## src/rtl/counter_pkg.sv

```systemverilog
// Shared constants, state enum and scenario enum for the loadable range-checked counter.
package counter_pkg;

    localparam int WIDTH     = 4;
    localparam int MIN_COUNT = 3;
    localparam int MAX_COUNT = 6;

    typedef enum logic [2:0] {
        CT_IDLE   = 3'd0,
        CT_LOADED = 3'd1,
        CT_COUNT  = 3'd2,
        CT_WAIT   = 3'd3,
        CT_DONE   = 3'd4
    } ct_state_e;

    typedef enum logic [2:0] {
        SCN_RESET   = 3'd0,
        SCN_LOAD    = 3'd1,
        SCN_ILLEGAL = 3'd2,
        SCN_WAIT    = 3'd3,
        SCN_SIMUL   = 3'd4,
        SCN_WRAP    = 3'd5,
        SCN_RANDOM  = 3'd6
    } ct_scenario_e;

endpackage

```

## src/rtl/ct_load_counter_if.sv

```systemverilog
// Driver/monitor interface of the counter: load commands in, count and status out.
interface ct_load_counter_if #(
    parameter int WIDTH = 4
);
    logic             ld;
    logic [WIDTH-1:0] data_in;
    logic             hold;
    logic [WIDTH-1:0] counter;
    logic             busy;
    logic             done;
    logic             load_err;

    modport master (
        output ld, data_in, hold,
        input  counter, busy, done, load_err
    );

    modport slave (
        input  ld, data_in, hold,
        output counter, busy, done, load_err
    );
endinterface

```

## src/rtl/ct_range_chk.sv

```systemverilog
// Combinational inclusive unsigned window check of a load value against [MIN_COUNT, MAX_COUNT].
module ct_range_chk #(
    parameter int WIDTH     = 4,
    parameter int MIN_COUNT = 3,
    parameter int MAX_COUNT = 6
) (
    input  logic [WIDTH-1:0] data_in,
    output logic             in_range
);
    logic [31:0] value_s;

    // Widen before comparing so the bounds are compared as plain unsigned integers.
    always_comb begin
        value_s  = 32'(data_in);
        in_range = (value_s >= 32'(MIN_COUNT)) && (value_s <= 32'(MAX_COUNT));
    end
endmodule

```

## src/rtl/ct_load_counter.sv

```systemverilog
// Loadable range-checked up-counter FSM; define CT_LOAD_COUNTER_WRAP_EN to wrap to MIN_COUNT
// after reaching MAX_COUNT instead of saturating in DONE.
module ct_load_counter #(
    parameter int WIDTH     = counter_pkg::WIDTH,
    parameter int MIN_COUNT = counter_pkg::MIN_COUNT,
    parameter int MAX_COUNT = counter_pkg::MAX_COUNT
) (
    input  logic               clk,
    input  logic               rst,
    ct_load_counter_if.slave   bus
);
    import counter_pkg::*;

`ifdef CT_LOAD_COUNTER_WRAP_EN
    localparam ct_state_e TERM_STATE = CT_COUNT;
`else
    localparam ct_state_e TERM_STATE = CT_DONE;
`endif

    ct_state_e        state_r;
    ct_state_e        next_state_s;
    logic [WIDTH-1:0] counter_r;
    logic [WIDTH-1:0] next_counter_s;
    logic [WIDTH-1:0] inc_s;
    logic             busy_r;
    logic             done_r;
    logic             load_err_r;
    logic             next_done_s;
    logic             next_err_s;
    logic             in_range_s;
    logic             at_max_s;
    logic             inc_max_s;

    ct_range_chk #(
        .WIDTH     (WIDTH),
        .MIN_COUNT (MIN_COUNT),
        .MAX_COUNT (MAX_COUNT)
    ) u_range_chk (
        .data_in  (bus.data_in),
        .in_range (in_range_s)
    );

    // Next-state, next-count and pulse decode; a load of any kind suspends counting that cycle.
    always_comb begin
        next_state_s   = state_r;
        next_counter_s = counter_r;
        next_done_s    = 1'b0;
        next_err_s     = 1'b0;
        inc_s          = counter_r + WIDTH'(1);
        at_max_s       = (counter_r == WIDTH'(MAX_COUNT));
        inc_max_s      = (inc_s == WIDTH'(MAX_COUNT));
        if (bus.ld) begin
            if (in_range_s) begin
                next_state_s   = CT_LOADED;
                next_counter_s = bus.data_in;
            end else begin
                next_err_s = 1'b1;
            end
        end else begin
            case (state_r)
                CT_LOADED, CT_COUNT: begin
                    if (state_r == CT_LOADED && at_max_s) begin
                        next_state_s = TERM_STATE;
                        next_done_s  = 1'b1;
                    end else if (bus.hold) begin
                        next_state_s = CT_WAIT;
                    end else if (at_max_s) begin
                        // Only reachable when wrapping: restart the window after the done cycle.
                        next_state_s   = CT_COUNT;
                        next_counter_s = WIDTH'(MIN_COUNT);
                        next_done_s    = (MIN_COUNT == MAX_COUNT);
                    end else begin
                        next_counter_s = inc_s;
                        next_done_s    = inc_max_s;
                        next_state_s   = inc_max_s ? TERM_STATE : CT_COUNT;
                    end
                end
                CT_WAIT: begin
                    if (bus.hold) begin
                        next_state_s = CT_WAIT;
                    end else begin
                        next_state_s = CT_COUNT;
                    end
                end
                CT_IDLE, CT_DONE: begin
                    next_state_s = state_r;
                end
                default: begin
                    next_state_s   = CT_IDLE;
                    next_counter_s = '0;
                end
            endcase
        end
    end

    // State, count and registered status outputs with synchronous reset.
    always_ff @(posedge clk) begin
        if (rst) begin
            state_r    <= CT_IDLE;
            counter_r  <= '0;
            busy_r     <= 1'b0;
            done_r     <= 1'b0;
            load_err_r <= 1'b0;
        end else begin
            state_r    <= next_state_s;
            counter_r  <= next_counter_s;
            busy_r     <= (next_state_s == CT_LOADED) || (next_state_s == CT_COUNT) ||
                          (next_state_s == CT_WAIT);
            done_r     <= next_done_s;
            load_err_r <= next_err_s;
        end
    end

    assign bus.counter  = counter_r;
    assign bus.busy     = busy_r;
    assign bus.done     = done_r;
    assign bus.load_err = load_err_r;
endmodule
```

## src/flat_wrapper.sv

```systemverilog
// flat-port wrapper written by rule: the top's interface ports become plain ports
module ct_load_counter_flat import counter_pkg::*;
#(
    parameter int WIDTH     = counter_pkg::WIDTH,
    parameter int MIN_COUNT = counter_pkg::MIN_COUNT,
    parameter int MAX_COUNT = counter_pkg::MAX_COUNT
)
  (clk, rst, bus_ld, bus_data_in, bus_hold, bus_counter, bus_busy, bus_done, bus_load_err);
  ct_load_counter_if #(.WIDTH(WIDTH)) bus_i ();
  input  logic clk;
  input  logic rst;
  input wire logic [$bits(bus_i.ld)-1:0] bus_ld;
  input wire logic [$bits(bus_i.data_in)-1:0] bus_data_in;
  input wire logic [$bits(bus_i.hold)-1:0] bus_hold;
  output wire logic [$bits(bus_i.counter)-1:0] bus_counter;
  output wire logic [$bits(bus_i.busy)-1:0] bus_busy;
  output wire logic [$bits(bus_i.done)-1:0] bus_done;
  output wire logic [$bits(bus_i.load_err)-1:0] bus_load_err;
  assign bus_i.ld = bus_ld;
  assign bus_i.data_in = bus_data_in;
  assign bus_i.hold = bus_hold;
  assign bus_counter = bus_i.counter;
  assign bus_busy = bus_i.busy;
  assign bus_done = bus_i.done;
  assign bus_load_err = bus_i.load_err;
  ct_load_counter #(.WIDTH(WIDTH), .MIN_COUNT(MIN_COUNT), .MAX_COUNT(MAX_COUNT)) u_core (.clk(clk), .rst(rst), .bus(bus_i));
endmodule
```

## config.mk

```make
export PLATFORM = sky130hd
export DESIGN_NAME = ct_load_counter_flat
export DESIGN_NICKNAME = d
export VERILOG_FILES = /design/src/rtl/counter_pkg.sv /design/src/rtl/ct_load_counter_if.sv /design/src/rtl/ct_range_chk.sv /design/src/rtl/ct_load_counter.sv /design/src/flat_wrapper.sv
export SDC_FILE = /design/constraint.sdc
export NUM_CORES = 1
export LEC_CHECK = 0
export ABC_AREA = 1
export CORE_AREA = 4 4 41 43
export CTS_BUF_LIST = sky130_fd_sc_hd__clkbuf_4 sky130_fd_sc_hd__clkbuf_8
export CTS_CLUSTER_DIAMETER = 100
export DETAILED_ROUTE_END_ITERATION = 8
export DIE_AREA = 0 0 45 47
export HOLD_SLACK_MARGIN = 0.15
export PLACE_DENSITY = 0.77
export SYNTH_ARGS = -nofsm -noshare
export SYNTH_HDL_FRONTEND = slang
export SYNTH_HIERARCHICAL = 1
export SYNTH_SLANG_ARGS = --single-unit
```

## constraint.sdc

```tcl
create_clock -name clk -period 1.5 [get_ports clk]
set_input_delay 0.3 -clock clk [delete_from_list [all_inputs] [get_ports clk]]
set_output_delay 0.3 -clock clk [all_outputs]
set_load 0.005 [all_outputs]
```

==> qor.yml <==
clock_network:
  cts_buffer_depth: 2
  cts_sinks: 10
  cts.reportedPaths.clkPinSlew_ns: 0.07
  clockRootBuffer: "clkbuf_4"
  clock_latency_ns: 0.27
  numCtsBuffers: 3
  cts_tree: "yes"
timing:
  setup_ws_ns: 0.0428
  fin_crit_sh: 0.971
  fmax_mhz: 686
  fin_hold_ws_ns: 0.431
  slew_headroom: 0.855
  fin_tns_setup_ns: 0
  worst_slew_pin_slew_ns: 0.215
  setup_viol: 0
  slew_violations: 0
  period_minus_slack_ns: 1.46
  hold_viol_final: 0
final_layout:
  fillers: 104
  regArea_um2: 213
  antenna_cells: 0
  final_util: 0.735
  areaGrowthSynthToFinish_pct: 51.3
power:
  p_int_mw: 0.537
  power.share.sequential: 0.402
  ir_drop_mv: 0.611
  p_switching_mw: 0.229
  p_leak_nw: 0.494
  power_frac_clock: 0.327
  p_comb_frac: 0.272
  switching_share: 0.299
synth:
  postSynthAreaPerCell_um2: 6.51
  ys_sh_simple: 0.402
  top_logic_kind: "simple AND/OR/NAND/NOR gates"
  synth-async-reset-ratio: 0
  yosys_cells: 97
  edf_count: 0
  top_cell_area_share: 0.317
  ys.warnings.count: 6
  netlist_top_cells_count: "24 x nand2_1, 13 x inv_1, 13 x nor2_1, 10 x dfxtp_1, 7 x o21ai_0"
  yosys-mux-area-fraction: 0
  syn-cell-area_um2: 632
  ys_sh_adder: 0.0594
  yosys-stat-area_um2: 632
  most_common_cell: "nand2_1"
  ff_type: "dfxtp_1"
flow_run:
  warnings: 28
  maxCapViolations: 0
routing:
  drt_pass1_iterations: 4
  drt_first_iter_violations: 28
floorplan:
  pin_count: 15
  rows: 13
  chipArea_um2: 2120
  die_h_um: 47
  dieWidth_um: 45
  core-area_um2: 1300
worst_setup_path:
  cp_data_arrival_time_ns: 1.16
  crit_type: "register to output port"
  cp-endpoint: "bus_counter[1]"
  cp.required_ns: 1.20
  critical_path.top_delay_family: "buffers and inverters"
  startpoint: "u_core/bus.counter[1]$_SDFFE_PP0P_"
  reg2reg_from: "u_core/bus.counter[0]$_SDFFE_PP0P_"
  worstRegToRegCells: 11
  crit_cells: 1
  cp_slowest_stage_delay_ns: 0.50
  startpoint_type: "register"
  r2r_slack_ns: 0.08
  reg2reg_to: "u_core/bus.busy$_SDFF_PP0_"
  worstPathCellList: "clkdlybuf4s50_1"
  critPathSlowestCell: "clkdlybuf4s50_1"
placed_design:
  place_ws_ns: -0.301
  dpl.hpwl_mm: 1.21
  portBuffers: 14
global_routing:
  grt_util_met2: 0.277
  antenna_found_initial: 0
  grt_max_degree: 8
hold_path:
  min_path_cells: 3
status:
  status: "finished, final reports clean"
[layout make-up]
cell class / instances / share of cell area
Clock buffer: 4 / 0.0380
Tap cell: 15 / 0.0196
Inverter: 16 / 0.0681
Multi-Input combinational cell: 71 / 0.415
Sequential cell: 10 / 0.223
Timing Repair Buffer: 24 / 0.237
[sequential cells by signal, indices dropped and copies added (netlist names)]
register             count
u_core/bus.load_err      1
u_core/bus.counter       4
u_core/bus.done          1
u_core/bus.busy          1
u_core/state_r           3
[cells in the final DEF (no fill, tap or decap), drive strengths merged, types with 3 or more instances in the layout]
cell,n
buf,10
clkdlybuf4s50,8
clkbuf,4
dfxtp,10
nand3,8
inv,16
dlymetal6s2s,5
ha,3
nand2,25
nor2,17
o21ai,8
a21oi,4
[worst min-delay path by stage]
stage | from | endpoint
3_3_place_gp | u_core/state_r[2]$_SDFF_PP0_ | u_core/state_r[2]$_SDFF_PP0_
5_1_grt | bus_data_in[0] | u_core/bus.counter[0]$_SDFFE_PP0P_
3_5_place_dp | u_core/state_r[1]$_SDFF_PP0_ | u_core/state_r[1]$_SDFF_PP0_
4_1_cts | u_core/state_r[2]$_SDFF_PP0_ | u_core/state_r[2]$_SDFF_PP0_
6_report | bus_data_in[0] | u_core/bus.counter[0]$_SDFFE_PP0P_
2_1_floorplan | rst | u_core/state_r[1]$_SDFF_PP0_
[worst min-delay path, stage by stage]
cell and delay, ns:
dlymetal6s2s_1 0.12, a22oi_1 0.11, a21oi_1 0.13
[stage by stage]
step | instance area [µm²] | std cells | power (mW)
2_1_floorplan | 632 | 97 | 0.398
3_3_place_gp | 851 | 134 | 0.491
3_5_place_dp | 851 | 134 | 0.494
4_1_cts | 895 | 138 | 0.748
5_1_grt | 956 | 140 | 0.801
6_report | 956 | 140 | 0.766
[what timing repair did]
action | in CTS | in global routing
hold buffers | 0 | 0
setup buffers | 0 | 2
gates resized | 11 | 16
pin swaps | 0 | 5
setup endpoints to repair | 8 | 7
[routing by layer]
layer,routed length [µm],share of wire,vias up
met5,0,0,-
met4,71,0.040,0
met3,111,0.063,8
met2,848,0.48,24
met1,733,0.42,317
li1,-,-,364
[power groups by stage]
| stage | Combinational, mW | Clock (mW) | Sequential (mW) |
|---|---|---|---|
| after floorplan | 0.0884 | 0 | 0.309 |
| after global placement | 0.180 | 0 | 0.311 |
| after detailed placement | 0.182 | 0 | 0.312 |
| after CTS | 0.186 | 0.255 | 0.307 |
| after global routing | 0.228 | 0.261 | 0.311 |
| final | 0.208 | 0.250 | 0.308 |
[kinds of logic after synthesis]
| logic type | Yosys count |
|---|---|
| buffers and inverters | 16 |
| and+or+nand+nor | 54 |
| DFF | 10 |
| adders and majority gates | 3 |
| AOI/OAI and AO/OA | 14 |
### Signal wires on met1

Scale bar: 10 µm. Supply wires on this layer in gray. Cells faint in the background.
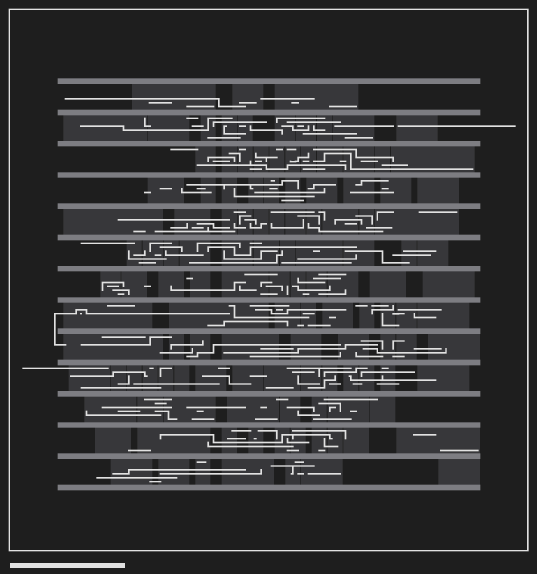
- longest straight run: 13.3 µm
- main direction: horizontal
- share of all routed wire: 42%
- nets with wire on the layer: 121
Vias: 713
Post-Route WL: 1.77 mm
met1 Use GR: 0.212

### Wiring by layer

Only two layers are drawn.
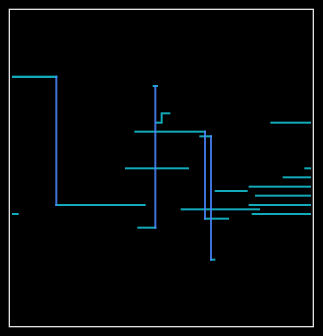
- cyan: metal 3 (wire length 112 µm)
- blue: metal 4 (wire length 71.4 µm)
WL/cell: 12.6 µm
GRT Total Usage: 0.176

Power is estimated from default activity; no workload was simulated.
